## src/rtl/risc16_memctl_pkg.sv

```systemverilog
// Shared types and helpers for the risc16 memory controller / run sequencer.
package memctl_pkg;

    // Run-sequencer states: host-owned LOAD, pipeline-flush BOOT, core RUN
    typedef enum logic [1:0] {
        ST_LOAD = 2'd0,
        ST_BOOT = 2'd1,
        ST_RUN  = 2'd2
    } memctl_state_t;

    // Host target memory select
    localparam logic SEL_IMEM = 1'b0;
    localparam logic SEL_DMEM = 1'b1;

    // Byte-lane mapping: result[1] is we0 (bits 15:8), result[0] is we1 (bits 7:0)
    function automatic logic [1:0] lane_we(input logic we, input logic be_hi, input logic be_lo);
        return {we & be_hi, we & be_lo};
    endfunction

endpackage

```

## src/rtl/risc16_memctl_dmem_arb.sv

```systemverilog
// Host grant logic and host starvation tracking for risc16_memctl.
// The core always wins data memory in RUN; the host only gets idle cycles.
module dmem_arb
    import memctl_pkg::*;
#(
    parameter int STARVE_MAX = 64
) (
    input  logic          clk,
    input  logic          rst,
    input  memctl_state_t state,
    input  logic          h_req,
    input  logic          h_sel,
    input  logic          cpu_doe,
    input  logic          cpu_dwe0,
    input  logic          cpu_dwe1,
    input  logic          flag_clr,
    output logic          h_gnt,
    output logic          h_starved
);

    localparam int SW = $clog2(STARVE_MAX + 1);
    localparam logic [SW-1:0] STARVE_MAX_C = SW'(STARVE_MAX);

    logic          h_gnt_s;
    logic [SW-1:0] starve_cnt_r;
    logic [SW-1:0] starve_cnt_next_s;
    logic          h_starved_r;

    // Grant decision: everything in LOAD, idle dmem cycles in RUN, nothing in BOOT
    always_comb begin
        h_gnt_s = 1'b0;
        case (state)
            ST_LOAD: h_gnt_s = h_req;
            ST_RUN: begin
                if ((h_sel == SEL_DMEM) && !(cpu_doe | cpu_dwe0 | cpu_dwe1)) begin
                    h_gnt_s = h_req;
                end else begin
                    h_gnt_s = 1'b0;
                end
            end
            ST_BOOT: h_gnt_s = 1'b0;
            default: h_gnt_s = 1'b0;
        endcase
    end

    // Next starvation count: clear on grant, saturating count while refused
    always_comb begin
        starve_cnt_next_s = starve_cnt_r;
        if (h_gnt_s) begin
            starve_cnt_next_s = '0;
        end else if (h_req && (starve_cnt_r != STARVE_MAX_C)) begin
            starve_cnt_next_s = starve_cnt_r + SW'(1);
        end else begin
            starve_cnt_next_s = starve_cnt_r;
        end
    end

    // Starvation counter and sticky flag (flag cleared when a new run starts)
    always_ff @(posedge clk) begin
        if (rst) begin
            starve_cnt_r <= '0;
            h_starved_r  <= 1'b0;
        end else begin
            starve_cnt_r <= starve_cnt_next_s;
            if (flag_clr) begin
                h_starved_r <= 1'b0;
            end else if (starve_cnt_next_s == STARVE_MAX_C) begin
                h_starved_r <= 1'b1;
            end
        end
    end

    assign h_gnt     = h_gnt_s;
    assign h_starved = h_starved_r;

endmodule

```

## src/rtl/risc16_memctl.sv

```systemverilog
// risc16_memctl: run sequencer and memory sharing between the risc16ba core
// and the host port. Optional watchdog enabled by defining MEMCTL_WATCHDOG_EN.
module risc16_memctl
    import memctl_pkg::*;
#(
    parameter int FLUSH_CYCLES = 4,
    parameter int STARVE_MAX   = 64,
    parameter int WDT_LIMIT    = 1000000
) (
    input  logic        clk,
    input  logic        rst,
    input  logic        h_req,
    input  logic        h_sel,
    input  logic        h_we,
    input  logic        h_be_hi,
    input  logic        h_be_lo,
    input  logic [15:0] h_addr,
    input  logic [15:0] h_wdata,
    output logic        h_gnt,
    output logic        h_rvalid,
    output logic [15:0] h_rdata,
    input  logic        h_run,
    input  logic        h_halt,
    output logic        running,
    output logic        h_starved,
    output logic        wdt_fired,
    output logic        cpu_rst,
    input  logic [15:0] cpu_iaddr,
    input  logic        cpu_ioe,
    output logic [15:0] cpu_idin,
    input  logic [15:0] cpu_daddr,
    input  logic [15:0] cpu_ddout,
    input  logic        cpu_doe,
    input  logic        cpu_dwe0,
    input  logic        cpu_dwe1,
    output logic [15:0] cpu_ddin,
    output logic [15:0] imem_addr,
    output logic [15:0] imem_din,
    output logic        imem_we0,
    output logic        imem_we1,
    input  logic [15:0] imem_dout,
    output logic [15:0] dmem_addr,
    output logic [15:0] dmem_din,
    output logic        dmem_we0,
    output logic        dmem_we1,
    input  logic [15:0] dmem_dout
);

    localparam int FW = $clog2(FLUSH_CYCLES + 1);

    memctl_state_t state_r;
    memctl_state_t state_next_s;
    logic [FW-1:0] boot_cnt_r;
    logic          flag_clr_s;
    logic          wdt_trip_s;
    logic          cpu_rst_r;
    logic          running_r;
    logic          h_rvalid_r;
    logic [15:0]   h_rdata_r;
    logic          h_gnt_s;
    logic          host_imem_s;
    logic          host_dmem_s;
    logic [1:0]    host_we_s;
    logic          unused_ok_s;

    // The core fetch enable carries no information here: imem is always the core's in RUN
    assign unused_ok_s = cpu_ioe;

    dmem_arb #(
        .STARVE_MAX (STARVE_MAX)
    ) u_dmem_arb (
        .clk       (clk),
        .rst       (rst),
        .state     (state_r),
        .h_req     (h_req),
        .h_sel     (h_sel),
        .cpu_doe   (cpu_doe),
        .cpu_dwe0  (cpu_dwe0),
        .cpu_dwe1  (cpu_dwe1),
        .flag_clr  (flag_clr_s),
        .h_gnt     (h_gnt_s),
        .h_starved (h_starved)
    );

    // Sequencer next state; halt beats run, run only counts in LOAD
    always_comb begin
        state_next_s = state_r;
        flag_clr_s   = 1'b0;
        case (state_r)
            ST_LOAD: begin
                if (h_halt) begin
                    state_next_s = ST_LOAD;
                end else if (h_run) begin
                    state_next_s = ST_BOOT;
                    flag_clr_s   = 1'b1;
                end else begin
                    state_next_s = ST_LOAD;
                end
            end
            ST_BOOT: begin
                if (h_halt) begin
                    state_next_s = ST_LOAD;
                end else if (boot_cnt_r == FW'(0)) begin
                    state_next_s = ST_RUN;
                end else begin
                    state_next_s = ST_BOOT;
                end
            end
            ST_RUN: begin
                if (h_halt || wdt_trip_s) begin
                    state_next_s = ST_LOAD;
                end else begin
                    state_next_s = ST_RUN;
                end
            end
            default: state_next_s = ST_LOAD;
        endcase
    end

    // State register plus registered core reset / running indications
    always_ff @(posedge clk) begin
        if (rst) begin
            state_r   <= ST_LOAD;
            cpu_rst_r <= 1'b1;
            running_r <= 1'b0;
        end else begin
            state_r   <= state_next_s;
            cpu_rst_r <= (state_next_s != ST_RUN);
            running_r <= (state_next_s == ST_RUN);
        end
    end

    // Boot flush counter: loaded on run, counts down while in BOOT
    always_ff @(posedge clk) begin
        if (rst) begin
            boot_cnt_r <= '0;
        end else if (flag_clr_s) begin
            boot_cnt_r <= FW'(FLUSH_CYCLES);
        end else if ((state_r == ST_BOOT) && (boot_cnt_r != FW'(0))) begin
            boot_cnt_r <= boot_cnt_r - FW'(1);
        end
    end

`ifdef MEMCTL_WATCHDOG_EN
    localparam int WW = $clog2(WDT_LIMIT + 1);
    logic [WW-1:0] wdt_cnt_r;
    logic          wdt_fired_r;

    // Trip on the last of WDT_LIMIT consecutive RUN cycles
    assign wdt_trip_s = (state_r == ST_RUN) && (wdt_cnt_r == WW'(WDT_LIMIT - 1));

    // RUN-cycle counter; held at zero outside RUN so every RUN entry starts fresh
    always_ff @(posedge clk) begin
        if (rst) begin
            wdt_cnt_r <= '0;
        end else if (state_r != ST_RUN) begin
            wdt_cnt_r <= '0;
        end else begin
            wdt_cnt_r <= wdt_cnt_r + WW'(1);
        end
    end

    // Sticky watchdog flag, cleared when a new run starts
    always_ff @(posedge clk) begin
        if (rst) begin
            wdt_fired_r <= 1'b0;
        end else if (flag_clr_s) begin
            wdt_fired_r <= 1'b0;
        end else if (wdt_trip_s) begin
            wdt_fired_r <= 1'b1;
        end
    end

    assign wdt_fired = wdt_fired_r;
`else
    localparam int unused_wdt_limit_c = WDT_LIMIT;
    assign wdt_trip_s = 1'b0;
    assign wdt_fired  = 1'b0;
`endif

    assign host_imem_s = h_gnt_s && (h_sel == SEL_IMEM);
    assign host_dmem_s = h_gnt_s && (h_sel == SEL_DMEM);
    assign host_we_s   = lane_we(h_we, h_be_hi, h_be_lo);

    // Memory bus steering: grant owner drives, otherwise the core; core data
    // writes are suppressed while it is held in reset
    always_comb begin
        imem_addr = cpu_iaddr;
        imem_din  = 16'h0000;
        imem_we0  = 1'b0;
        imem_we1  = 1'b0;
        dmem_addr = cpu_daddr;
        dmem_din  = cpu_ddout;
        dmem_we0  = cpu_dwe0 & ~cpu_rst_r;
        dmem_we1  = cpu_dwe1 & ~cpu_rst_r;
        if (host_imem_s) begin
            imem_addr = h_addr;
            imem_din  = h_wdata;
            imem_we0  = host_we_s[1];
            imem_we1  = host_we_s[0];
        end else begin
            imem_addr = cpu_iaddr;
        end
        if (host_dmem_s) begin
            dmem_addr = h_addr;
            dmem_din  = h_wdata;
            dmem_we0  = host_we_s[1];
            dmem_we1  = host_we_s[0];
        end else begin
            dmem_addr = cpu_daddr;
        end
    end

    // Host read capture on the grant cycle, valid pulse one cycle later
    always_ff @(posedge clk) begin
        if (rst) begin
            h_rvalid_r <= 1'b0;
            h_rdata_r  <= 16'h0000;
        end else if (h_gnt_s && !h_we) begin
            h_rvalid_r <= 1'b1;
            h_rdata_r  <= (h_sel == SEL_DMEM) ? dmem_dout : imem_dout;
        end else begin
            h_rvalid_r <= 1'b0;
        end
    end

    assign h_gnt    = h_gnt_s;
    assign h_rvalid = h_rvalid_r;
    assign h_rdata  = h_rdata_r;
    assign cpu_rst  = cpu_rst_r;
    assign running  = running_r;
    assign cpu_idin = imem_dout;
    assign cpu_ddin = dmem_dout;

endmodule
```

## config.mk

```make
export PLATFORM = sky130hd
export DESIGN_NAME = risc16_memctl
export DESIGN_NICKNAME = d
export VERILOG_FILES = /design/src/rtl/risc16_memctl_pkg.sv /design/src/rtl/risc16_memctl_dmem_arb.sv /design/src/rtl/risc16_memctl.sv
export SDC_FILE = /design/constraint.sdc
export NUM_CORES = 1
export LEC_CHECK = 0
export CAP_MARGIN = 40
export CORE_MARGIN = 2
export CORE_UTILIZATION = 30
export DETAILED_ROUTE_END_ITERATION = 8
export PLACE_DENSITY = 0.82
export SLEW_MARGIN = 20
export SYNTH_ARGS = -nofsm -noshare
export SYNTH_HDL_FRONTEND = slang
export SYNTH_SLANG_ARGS = --single-unit
```

## constraint.sdc

```tcl
create_clock -name clk -period 5.3 [get_ports clk]
set_clock_uncertainty 0.05 [all_clocks]
set_input_delay 1.59 -clock clk [delete_from_list [all_inputs] [get_ports clk]]
set_output_delay 1.59 -clock clk [all_outputs]
set_load 0.03 [all_outputs]
```

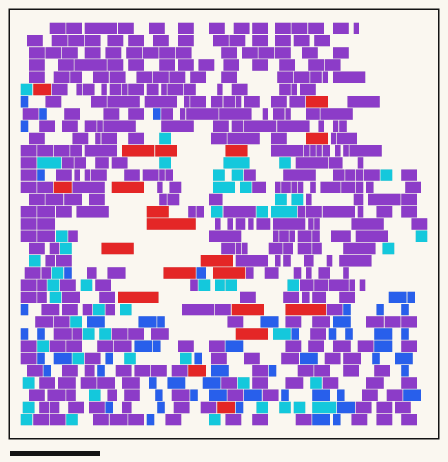
*Sizing map, run 1*
Bar = 20 µm.
Key: red = _6 and larger [cells 20]; blue = _2 cells [cells 59]; cyan = _3 and _4 cells [cells 51]; purple = _0 and _1 cells [cells 378]

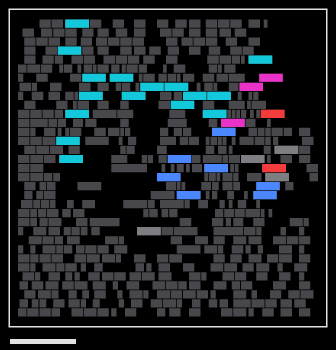
*Sequential cells grouped by signal name, run 1*
Bar = 20 µm. Other sequential cells in the stronger grey, the rest of the logic in the fainter grey.
Key: blue = `u_dmem_arb.starve_cnt_r` [placed flops 7]; red = `state_r` [placed flops 2]; cyan = `h_rdata` [placed flops 16]; magenta = `boot_cnt_r` [placed flops 3]
Another 4 sequential cells are not coloured.

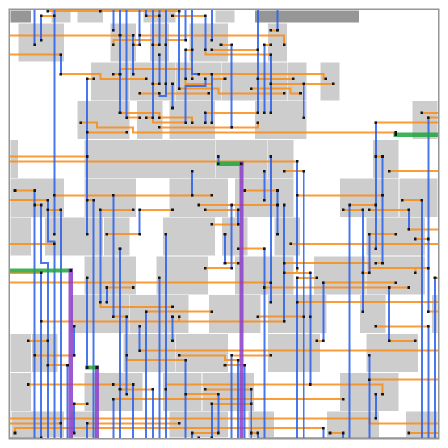
*Close-up of the layout, run 1*
Region (56, 9) to (86, 39) µm. Cells in grey, sequential cells in the stronger grey; small squares are vias.
Key: blue = metal 2; green = metal 3; orange = metal 1; purple = metal 4
Most frequent: clkdlybuf4s50_1 (17), buf_2 (9), mux2_1 (7). 56 logic cells have their middle in the window. Sequential cells in the window: 0.

==> reports/results.ini, run 1 <==
[sta]
hold_violations = 0
setup_viol_count_final = 0
period_minus_slack_ns = 5.21
slew_headroom_pct = 52.4
worst_slew_pin_slew_ns = 0.704

[die]
fp_util_pct = 30.7
pin_count = 247

[synthesis]
yosysUniqueCellTypes = 45
mux_share_pct = 28.9
logic_family = multiplexers
synth.cellmix.compoundShare_pct = 10.2
synth_area_per_cell_um2 = 8.88
synthTopCellsByCount = 33 x buf_4, 32 x dfxtp_1, 30 x nor2_1, 26 x mux2_1, 22 x mux2_2
edf_count = 0

[clock_network]
cts_max_level = 2

[worst_setup_path]
slowest_stage = or4b_4
r2r-start = u_dmem_arb.starve_cnt_r[4]$_SDFF_PP0_
rrSetupSlack_ns = 3.20
cp_num_buf_inv = 5
cp.depth = 10

[job]
maxCapViolCount = 0

[outcome]
status = finished, final reports clean

[layout]
insertedDiodeCount = 0

[grt]
grt_pass1_wl_um = 14700

-- run 1: worst register-to-register path: stages, from the launching register on --
cell and delay (ns):
dfxtp_1 0.35, nor4_1 0.38, nand3_1 0.20, a211o_1 0.31
a2111oi_0 0.52, a32o_1 0.24
-- run 1: placed cells by master, fill, tap and decap left out, types with 3 or more instances in the layout --
cell type	Yosys	layout
clkdlybuf4s50_1	0	171
buf_4	33	44
buf_2	7	36
dfxtp_1	32	32
nor2_1	30	30
mux2_1	26	25
mux2_2	22	21
mux2i_1	18	18
and2_1	17	17
a211oi_1	16	16
inv_1	9	9
nand2_1	8	8
nor3_1	8	8
buf_12	0	7
clkbuf_8	0	5
ha_1	4	4
buf_6	2	4
o21ai_0	5	3
-- run 1: state kept, by name, indices dropped and copies added (netlist names) --
signal / cells
u_dmem_arb.h_starved: 1
h_rvalid: 1
cpu_rst: 1
running: 1
u_dmem_arb.starve_cnt_r: 7
boot_cnt_r: 3
h_rdata: 16
state_r: 2
-- run 1: metrics by stage --
step / hold slack, ns / area, µm² / setup WS [ns] / total power [mW] / setup TNS [ns]
after floorplan: 0.429 / 2500 / 0.0616 / 0.501 / 0
final: 0.438 / 4930 / 0.0894 / 0.936 / 0
after global placement: 0.429 / 4890 / -0.565 / 0.717 / -24.48
after CTS: 0.436 / 4850 / 0.0605 / 0.936 / 0
after detailed placement: 0.418 / 4890 / -0.537 / 0.723 / -22.49
after global routing: 0.464 / 4930 / 0.0136 / 0.980 / 0
-- run 1: final cells by class --
cell class | instances | area, µm² | area share (%)
clock buffers | 6 | 72.6 | 1.47
clock inverters | 2 | 35.0 | 0.710
inverters | 10 | 40.0 | 0.811
multi-input cells | 190 | 1520 | 30.8
flip-flops and latches | 32 | 641 | 13.0
well taps | 105 | 131 | 2.66
repair buffers | 268 | 2490 | 50.6
-- run 1: worst min path at each step --
stage                                            from                                 to  depth (start not counted)
finish              u_dmem_arb.h_starved$_SDFFE_PP0N_  u_dmem_arb.h_starved$_SDFFE_PP0N_                          1
global route        u_dmem_arb.h_starved$_SDFFE_PP0N_  u_dmem_arb.h_starved$_SDFFE_PP0N_                          1
CTS                 u_dmem_arb.h_starved$_SDFFE_PP0N_  u_dmem_arb.h_starved$_SDFFE_PP0N_                          1
detailed placement  u_dmem_arb.h_starved$_SDFFE_PP0N_  u_dmem_arb.h_starved$_SDFFE_PP0N_                          1
global placement    u_dmem_arb.h_starved$_SDFFE_PP0N_  u_dmem_arb.h_starved$_SDFFE_PP0N_                          1
floorplan                  boot_cnt_r[1]$_SDFFE_PP0P_         boot_cnt_r[1]$_SDFFE_PP0P_                          2
-- run 1: per-layer routing --
metal | part of all wire (%) | track usage [%] | wire length [µm]
met5 | 0 | 0 | 0
met3 | 7.8 | 6.40 | 784
met1 | 38 | 23.9 | 3800
met4 | 1.3 | 4.59 | 126
met2 | 53 | 38.4 | 5300
-- run 1: repair_timing --
item	4_1_cts	5_1_grt
gates cloned	0	2
endpoints found under the setup margin	66	4
pin swaps	3	3
gates resized	201	9
buffers inserted	3	1
-- run 1: power breakdown --
part           total (mW)  internal (mW)  switching (mW)
clock network       0.230          0.139          0.0906
logic               0.446          0.220           0.227
registers           0.260          0.252         0.00740
### The clock network, run 1

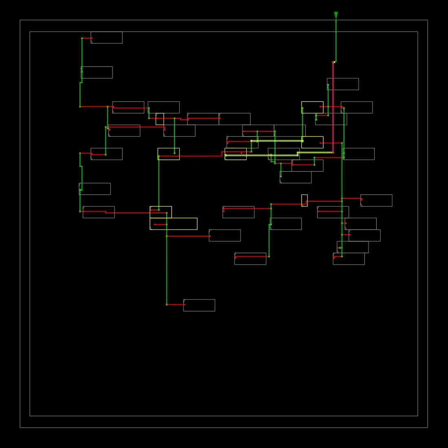

==> run 2: changes to the inputs <==
- CORE_MARGIN: 2 -> 5
- MAX_ROUTING_LAYER: unset -> met4
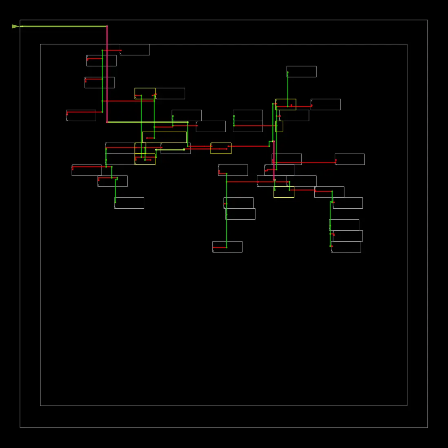
*The clock network, run 2*
clk pwr: 229 µW
clock buffers: 5
CTS Buf Count: 5

==> run 2 against run 1 <==
Critical path depth fell by 1. Largest power group unchanged. Sequential power barely moved. Total power rose by 2.1%. Register-to-register slack got worse by 0.08 ns.
==> reports/results.ini, run 2 <==
[layout]
most-common-layout-cells = 171 x clkdlybuf4s50_1, 47 x buf_4, 32 x dfxtp_1, 30 x nor2_1, 26 x mux2_1  ; was 171 x clkdlybuf4s50_1, 44 x buf_4, 36 x buf_2, 32 x dfxtp_1, 30 x nor2_1
layout_top_cell = clkdlybuf4s50_1  ; unchanged
fin_area_um2 = 5090  ; was 4930 µm²

[sta]
worst_slew_pin_slew_ns = 0.700  ; was 0.704 ns
hold_violations = 0  ; unchanged
period_minus_slack_ns = 5.25  ; was 5.21 ns
slew_headroom_pct = 52.7  ; was 52.4%
setup_viol_count_final = 0  ; unchanged

[die]
fp_util_pct = 30.5  ; was 30.7%

[synthesis]
synthTopCellsByCount = 33 x buf_4, 32 x dfxtp_1, 30 x nor2_1, 26 x mux2_1, 22 x mux2_2  ; unchanged
edf_count = 0  ; unchanged
logic_family = multiplexers  ; unchanged
yosysUniqueCellTypes = 45  ; unchanged

[worst_setup_path]
r2r-start = u_dmem_arb.starve_cnt_r[4]$_SDFF_PP0_  ; unchanged
cp_num_buf_inv = 4  ; was 5
cp.depth = 9  ; was 10
slowest_stage = or4b_4  ; unchanged

[pwr]
total_power_uw = 956  ; was 936 µW

[job]
maxCapViolCount = 0  ; unchanged

[outcome]
status = finished, final reports clean  ; unchanged

[clock_network]
cts_max_level = 2  ; unchanged

-- run 2: cell types whose count changed in the layout (fill, tap and decap cells not counted), moves of 2 or more --
| cell | delta |
|---|---|
| clkbuf_16 | -2 |
| dlygate4sd2_1 | +2 |
| buf_6 | +5 |
| clkdlybuf4s15_2 | +18 |
| buf_16 | +2 |
| buf_4 | +3 |
| clkdlybuf4s15_1 | -2 |
| buf_2 | -28 |
-- run 2: power by group --
part / total [mW] / leakage (nW) / switching (mW) / internal (mW)
registers: 0.260 / 0.261 / 0.00756 / 0.252
logic: 0.466 / 1.73 / 0.235 / 0.231
clock network: 0.229 / 0.0541 / 0.0905 / 0.139
total: 0.956 / 2.05 / 0.333 / 0.622
-- run 2: area by class of cell --
class	instances	area, µm²
fillers	696	3080
multi-input cells	191	1530
well taps	105	131
flip-flops and latches	32	641
clock buffers	5	68.8
clock inverters	3	42.5
inverters	10	42.5
repair buffers	266	2630
diodes	1	2.50
-- run 2: logic make-up after synthesis --
logic type,count (synthesis)
compound gates,34
xor+xnor,3
fa+ha+maj,4
buf+inv,59
flops,32
mux,66
other cells,1
simple gates,82
-- run 2: worst paths after layout --
| check | to | slack (ns) |
|---|---|---|
| worst min register to register | u_dmem_arb.h_starved$_SDFFE_PP0N_ | 0.43 |
| worst max register to register | u_dmem_arb.h_starved$_SDFFE_PP0N_ | 3.12 |
| worst max-delay path | imem_addr[10] | 0.05 |
| worst min-delay path | u_dmem_arb.h_starved$_SDFFE_PP0N_ | 0.43 |
-- run 2: worst reg2reg max path, stage by stage (launching register included) --
cell	delay, ns
dfxtp_1	0.34
nor4_1	0.41
nand3_1	0.20
a211o_1	0.32
a2111oi_0	0.56
a32o_1	0.25
-- run 2: metrics by stage --
stage / util (%) / hold slack, ns / TNS, ns
finish: 62.3 / 0.427 / 0
global route: 62.3 / 0.470 / 0
CTS: 62.3 / 0.437 / 0
detailed placement: 59.1 / 0.421 / -19.01
global placement: 59.1 / 0.409 / -16.25
floorplan: - / 0.429 / 0
-- run 2: routing by layer --
layer  share of wire (%)  global-route usage, %  wire length (µm)  vias to the layer above
met2                  50                   37.6              5770                      140
li1                    -                      -                 -                     1416
met1                  41                   26.5              4660                     1352
met3                 7.2                   6.75               828                       20
met4                 1.9                   5.93               220                        0
met5                   0                      -                 0                        -
-- run 2: timing repair --
item,CTS,global route
resized,148,0
endpoints found under the setup margin,64,7
hold endpoints to repair,0,0
pin swaps,4,1
buffers inserted,6,0
cloned,3,0
### Sizing map, run 2

Bar = 20 µm.
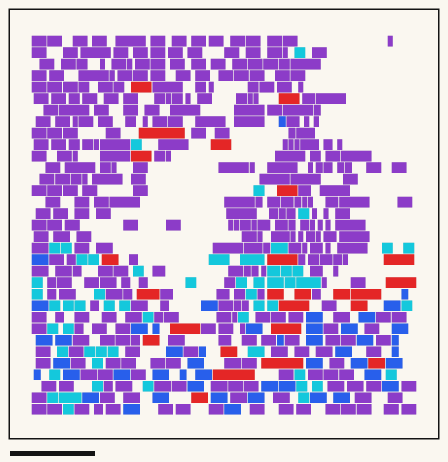

==> run 3: changes to the inputs <==
- CELL_PAD_IN_SITES_DETAIL_PLACEMENT: unset -> 0
- CELL_PAD_IN_SITES_GLOBAL_PLACEMENT: unset -> 1
- CORE_MARGIN: 5 -> 2
- CORE_UTILIZATION: 30 -> 20
- CTS_CLUSTER_DIAMETER: unset -> 150
- PLACE_DENSITY: 0.82 -> unset
- PLACE_DENSITY_LB_ADDON: unset -> 0.1
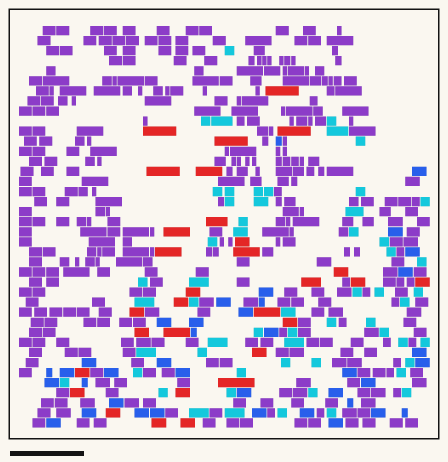
*Sizing map, run 3*
Bar = 20 µm.
Area Overhead vs Synth: 108%
setup slack after layout: 0.0695 ns
post-route cell area: 5200 µm²

==> run 3 against run 2 <==
Routed wire length decreased by 2.6%. Sequential share of layout area decreased by 0.25 points. Cell area increased by 2.1%.
==> reports/results.ini, run 3 <==
[outcome]
status = finished, final reports clean  ; unchanged

[synthesis]
edf_count = 0  ; unchanged
yosysUniqueCellTypes = 45  ; unchanged

[layout]
fin_util_pct = 42.9  ; was 62.3%
most-common-layout-cells = 171 x clkdlybuf4s50_1, 44 x buf_4, 32 x dfxtp_1, 30 x nor2_1, 26 x mux2_1  ; was 171 x clkdlybuf4s50_1, 47 x buf_4, 32 x dfxtp_1, 30 x nor2_1, 26 x mux2_1
insertedDiodeCount = 0  ; was 1

[place]
pre_cts_ws_ns = -0.655  ; was -0.511 ns
post_dp_cell_area_um2 = 4870  ; was 4830 µm²

[die]
fp_util_pct = 20.6  ; was 30.5%

[clock_network]
numCtsBuffers = 5  ; unchanged
cts_max_level = 2  ; unchanged

[sta]
hold_violations = 0  ; unchanged
slew_headroom_pct = 53.5  ; was 52.7%
worst_slew_pin_slew_ns = 0.687  ; was 0.700 ns
fin_setup_tns_ns = 0  ; unchanged

[worst_setup_path]
rrSetupSlack_ns = 3.27  ; was 3.12 ns
r2r-start = u_dmem_arb.starve_cnt_r[4]$_SDFF_PP0_  ; unchanged

[pwr]
total_power_uw = 996  ; was 956 µW

[hold_path]
min_from = h_rdata[7]$_SDFFE_PP0P_  ; was u_dmem_arb.h_starved$_SDFFE_PP0N_
hold_path_depth = 2  ; was 1

-- run 3: cell count changes in the layout (fill, tap and decap cells not counted), moves of 2 or more --
cell,delta
clkbuf_8,-5
buf_6,+7
clkbuf_16,+5
buf_4,-3
buf_2,-2
clkdlybuf4s15_2,-2
mux2_2,-6
buf_12,-2
mux2_4,+6
-- run 3: layout make-up --
class,count,area share (%)
Tap cell,168,4.04
Timing Repair Buffer,263,49.8
Clock buffer,6,2.48
Clock inverter,1,0.0962
Sequential cell,32,12.3
Inverter,10,0.962
Multi-Input combinational cell,192,30.3
-- run 3: tightest hold or removal path, stage by stage (launching register included) --
cell,delay (ns)
dfxtp_1,0.30
nor2_1,0.09
a211oi_1,0.05
-- run 3: per-layer routing --
| metal | track usage [%] | routed length [µm] | up-vias |
|---|---|---|---|
| li1 | - | - | 1416 |
| met1 | 19.5 | 4650 | 1273 |
| met2 | 29.3 | 5680 | 107 |
| met3 | 4.13 | 711 | 8 |
| met4 | 3.57 | 136 | 0 |
| met5 | - | 0 | - |
-- run 3: power breakdown --
part	switching (mW)	internal [mW]	total [mW]
Clock	0.0986	0.170	0.269
Sequential	0.00709	0.253	0.260
Combinational	0.235	0.232	0.467
Total	0.341	0.655	0.996
-- run 3: kinds of logic after synthesis --
| logic type | synth area share (%) |
|---|---|
| muxes | 28.9 |
| xor gates and xnor gates | 1.05 |
| other | 0.150 |
| adders and majority gates | 2.01 |
| AOI/OAI and AO/OA | 10.2 |
| buffers and inverters | 14.8 |
| and+or+nand+nor | 17.2 |
| DFF | 25.7 |
-- run 3: worst max-delay path by stage --
stage                                to  slack [ns]  depth (start not counted)
final                      imem_addr[1]        0.07                          9
after global routing        dmem_din[2]       0.001                          9
after CTS                  imem_addr[0]        0.02                          9
after detailed placement  dmem_addr[13]       -0.66                          8
after global placement    dmem_addr[12]       -0.63                          8
after floorplan                dmem_we0        0.06                          7
-- run 3: repair_timing --
| item | CTS | global route |
|---|---|---|
| buffers inserted | 3 | 2 |
| endpoints found under the setup margin | 65 | 30 |
| resized | 131 | 13 |
| cloned | 3 | 0 |
| pin swaps | 4 | 4 |
Power figures rest on the tool's default switching activity, not on a simulated workload.
